[src/rtl/acc_control_unit.sv]
// acc_control_unit: fetch/decode/execute/memory control FSM for the accumulator datapath
// Optional feature: define SINGLE_STEP_EN to add the step input and the STEP_WAIT state.
module acc_control_unit #(
  parameter int DATA_WIDTH   = 11,
  parameter int OPCODE_WIDTH = 4
) (
  input  logic                  clock,
  input  logic                  reset,
  input  logic [DATA_WIDTH-1:0] instr_in,
  input  logic                  acc_zero,
  input  logic                  mem_ready,
`ifdef SINGLE_STEP_EN
  input  logic                  step,
`endif
  output logic                  ir_wr,
  output logic                  pc_wr,
  output logic                  pc_src,
  output logic                  pc_reset,
  output logic                  acc_wr,
  output logic                  acc_reset,
  output logic [1:0]            acc_src,
  output logic                  alu_op,
  output logic                  mem_rd,
  output logic                  mem_wr,
  output logic                  addr_sel,
  output logic                  halted,
  output logic                  illegal
);
  typedef enum logic [2:0] {S_INIT, S_FETCH, S_DECODE, S_EXEC, S_MEM, S_HALT, S_STEP} state_t;
  localparam logic [OPCODE_WIDTH-1:0] OP_LDA = OPCODE_WIDTH'(1);
  localparam logic [OPCODE_WIDTH-1:0] OP_STA = OPCODE_WIDTH'(2);
  localparam logic [OPCODE_WIDTH-1:0] OP_ADD = OPCODE_WIDTH'(3);
  localparam logic [OPCODE_WIDTH-1:0] OP_SUB = OPCODE_WIDTH'(4);
  localparam logic [OPCODE_WIDTH-1:0] OP_LDI = OPCODE_WIDTH'(5);
  localparam logic [OPCODE_WIDTH-1:0] OP_JMP = OPCODE_WIDTH'(6);
  localparam logic [OPCODE_WIDTH-1:0] OP_JZ  = OPCODE_WIDTH'(7);
  localparam logic [OPCODE_WIDTH-1:0] OP_CLR = OPCODE_WIDTH'(8);
  localparam logic [OPCODE_WIDTH-1:0] OP_HLT = OPCODE_WIDTH'(15);
`ifdef SINGLE_STEP_EN
  localparam state_t RESUME = S_STEP;
`else
  localparam state_t RESUME = S_FETCH;
`endif
  state_t state_q, state_d;
  logic illegal_q, illegal_d;
  logic [OPCODE_WIDTH-1:0] op;
  logic init, fetch, exec, mem, rd_op, mem_op, bad_op;
  logic unused_operand;
  assign op = instr_in[DATA_WIDTH-1 -: OPCODE_WIDTH];
  assign unused_operand = ^instr_in[DATA_WIDTH-OPCODE_WIDTH-1:0];
  assign init = state_q == S_INIT;
  assign fetch = state_q == S_FETCH;
  assign exec = state_q == S_EXEC;
  assign mem = state_q == S_MEM;
  assign rd_op = (op == OP_LDA) | (op == OP_ADD) | (op == OP_SUB);
  assign mem_op = rd_op | (op == OP_STA);
  assign bad_op = (op > OP_CLR) & (op != OP_HLT);
  // state and sticky illegal flag; reset wins over any pending handshake
  always_ff @(posedge clock) begin
    if (!reset) begin
      state_q <= S_INIT;
      illegal_q <= 1'b0;
    end else begin
      state_q <= state_d;
      illegal_q <= illegal_d;
    end
  end
  // next-state sequencing through the instruction phases
  always_comb begin
    state_d = state_q;
    illegal_d = illegal_q;
    case (state_q)
      S_INIT:   state_d = S_FETCH;
      S_FETCH:  state_d = mem_ready ? S_DECODE : S_FETCH;
      S_DECODE: state_d = S_EXEC;
      S_EXEC: begin
        state_d = (op == OP_HLT) ? S_HALT : mem_op ? S_MEM : RESUME;
        illegal_d = illegal_q | bad_op;
      end
      S_MEM:    state_d = mem_ready ? RESUME : S_MEM;
`ifdef SINGLE_STEP_EN
      S_STEP:   state_d = step ? S_FETCH : S_STEP;
`endif
      default:  state_d = state_q;
    endcase
  end
  // strobes and mux selects decoded from state, opcode and handshake
  always_comb begin
    ir_wr = fetch & mem_ready;
    pc_wr = (fetch & mem_ready) | (exec & ((op == OP_JMP) | ((op == OP_JZ) & acc_zero)));
    pc_src = exec & ((op == OP_JMP) | (op == OP_JZ));
    pc_reset = init;
    acc_wr = (exec & (op == OP_LDI)) | (mem & mem_ready & rd_op);
    acc_reset = init | (exec & (op == OP_CLR));
    acc_src = (exec & (op == OP_LDI)) ? 2'b10 : (mem & mem_ready & (op == OP_LDA)) ? 2'b01 : 2'b00;
    alu_op = mem & mem_ready & (op == OP_SUB);
    mem_rd = fetch | (mem & rd_op);
    mem_wr = mem & (op == OP_STA);
    addr_sel = mem;
    halted = state_q == S_HALT;
    illegal = illegal_q;
  end
endmodule

[config.mk]
export PLATFORM = sky130hd
export DESIGN_NAME = acc_control_unit
export DESIGN_NICKNAME = d
export VERILOG_FILES = /design/src/rtl/acc_control_unit.sv
export SDC_FILE = /design/constraint.sdc
export NUM_CORES = 1
export LEC_CHECK = 0
export CORE_MARGIN = 1
export CORE_UTILIZATION = 39
export CTS_BUF_LIST = sky130_fd_sc_hd__clkbuf_4 sky130_fd_sc_hd__clkbuf_8 sky130_fd_sc_hd__clkbuf_16
export DETAILED_ROUTE_END_ITERATION = 10
export GPL_TIMING_DRIVEN = 1
export PLACE_DENSITY = 0.86
export SLEW_MARGIN = 20
export SYNTH_ARGS = -nofsm -noshare
export SYNTH_HDL_FRONTEND = slang
export SYNTH_SLANG_ARGS = --single-unit
[constraint.sdc]
create_clock -name clock -period 2.5 [get_ports clock]
set_input_delay 0.5 -clock clock [delete_from_list [all_inputs] [get_ports clock]]
set_output_delay 0.5 -clock clock [all_outputs]
set_load 0.02 [all_outputs]
**Met1 routing**

Cells faint in the background.
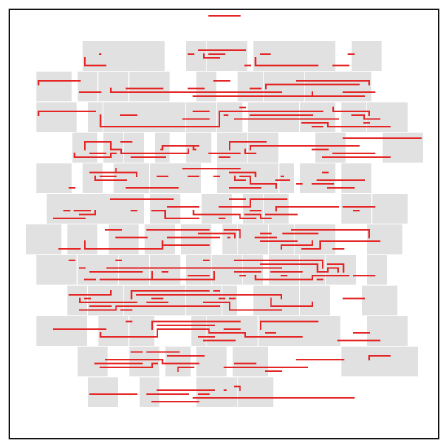
wire length on this layer = 636 um
longest straight run = 15.5 um
main direction = horizontal
nets with wire on the layer = 80

**The metal 2 layer**

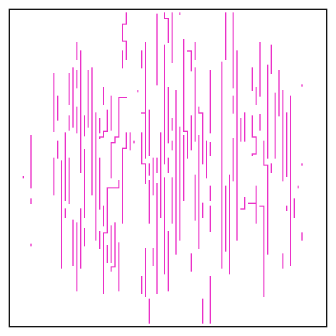
nets with wire on the layer = 88
longest straight run = 24.8 um
share of all routed wire = 51%

==> impl_metrics.ini <==
; implementation run metrics
[worst_setup_path]
worst-path-stages = 5
arrival_ns = 1.85
startpoint = instr_in[7]
worstPathRequired_ns = 2.00
cp_cell_sequence = clkdlybuf4s50_1 -> nor4b_4 -> nand3_1 -> a21oi_1 -> dlygate4sd2_1
worstSetupEndpoint = acc_reset
ff2ff_setup_slack_ns = 1.02

[clocking]
cts_tree = built
cts_hold_buffers = 0
post_cts_resized = 11

[finish]
register_area_sq_um = 80.1
layout.nonclk_buf_share_pct = 37.2
finish.utilization_pct = 70.3
area_delta_synth_final_pct = 60.1
logic_gate_count = 46

[power]
p_leak_nw = 0.411

[yosys]
mux_share_pct = 0
synthAoiAreaFrac_pct = 14.5
synthesis.area_sq_um = 508

[global_routing]
grt_use_met3_pct = 5.23
grt_max_degree = 11
grt_use_met1_pct = 26.8

[final_timing]
slew_headroom_pct = 80.5
rsz0062_at_grt = no
worst_clock_skew_ns = 0.00794

[detailed_routing]
wire_per_inst_um = 13.6
drc = 0

[worst_hold_path]
hold_depth = 1

[status]
status = finished clean

[floorplanning]
n_tap_cell = 14
die_h_um = 38.1
**Metal 3**

Cells faint in the background.
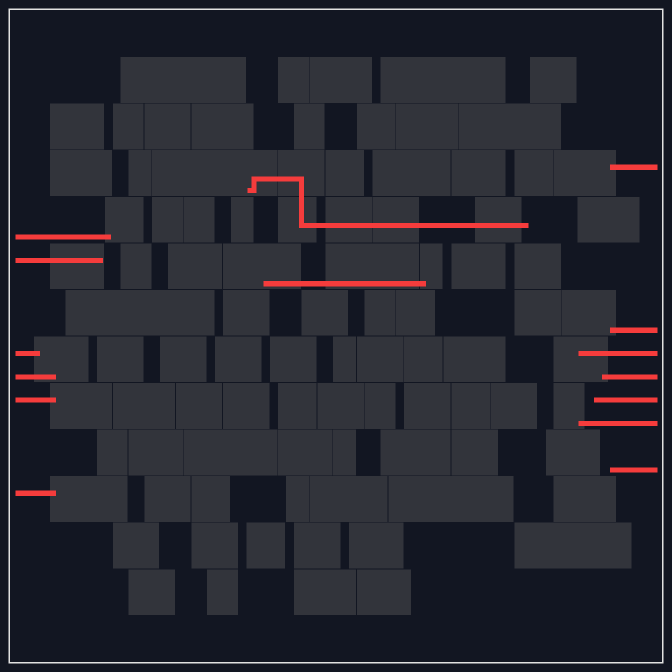
main direction = horizontal
wire length on this layer = 68.7 um

metrics by stage:
step	setup TNS (ns)	total power, W	cell area [sq um]	hold WS (ns)
3_3_place_gp	-1.35	0.000178	811	0.447
6_report	0	0.000265	813	0.458
4_1_cts	0	0.000268	820	0.463
2_1_floorplan	0	0.000128	508	0.524
5_1_grt	0	0.000278	813	0.472
3_5_place_dp	-1.60	0.000182	811	0.454
power by group:
part / internal, W / leakage, nW / switching, W
Clock: 0.0000542 / 0.0138 / 0.0000343
Combinational: 0.0000538 / 0.365 / 0.0000508
Sequential: 0.0000672 / 0.0328 / 0.00000456
synth_stat cells:
cell / instances / area (sq um)
dfxtp_1: 4 / 80.1
nand3_1: 4 / 20.0
a21oi_1: 3 / 15.0
and4b_1: 3 / 30.0
buf_4: 3 / 22.5
inv_1: 3 / 11.3
nand2b_1: 3 / 18.8
nor2b_1: 3 / 18.8
a21o_1: 2 / 15.0
and3_1: 2 / 12.5
and3b_1: 2 / 17.5
buf_2: 2 / 10.0
nor2_1: 2 / 7.51
nor3b_1: 2 / 15.0
a311oi_2: 1 / 15.0
and2b_1: 1 / 7.51
and4_1: 1 / 8.76
and4bb_1: 1 / 12.5
and4bb_4: 1 / 16.3
clkbuf_2: 1 / 5.00
nand2_1: 1 / 3.75
nand3b_1: 1 / 7.51
nand4_1: 1 / 6.26
nor2_4: 1 / 11.3
nor3b_2: 1 / 12.5
nor3b_4: 1 / 18.8
nor4_1: 1 / 6.26
nor4b_2: 1 / 15.0
nor4b_4: 1 / 23.8
o211ai_1: 1 / 7.51
o21a_1: 1 / 7.51
o21ai_1: 1 / 5.00
o311ai_0: 1 / 8.76
or2_2: 1 / 6.26
xnor2_1: 1 / 8.76
state kept, by name (all words and copies together) (netlist names):
name	flops
state_q	3
illegal	1
Power and IR drop assume default switching activity.
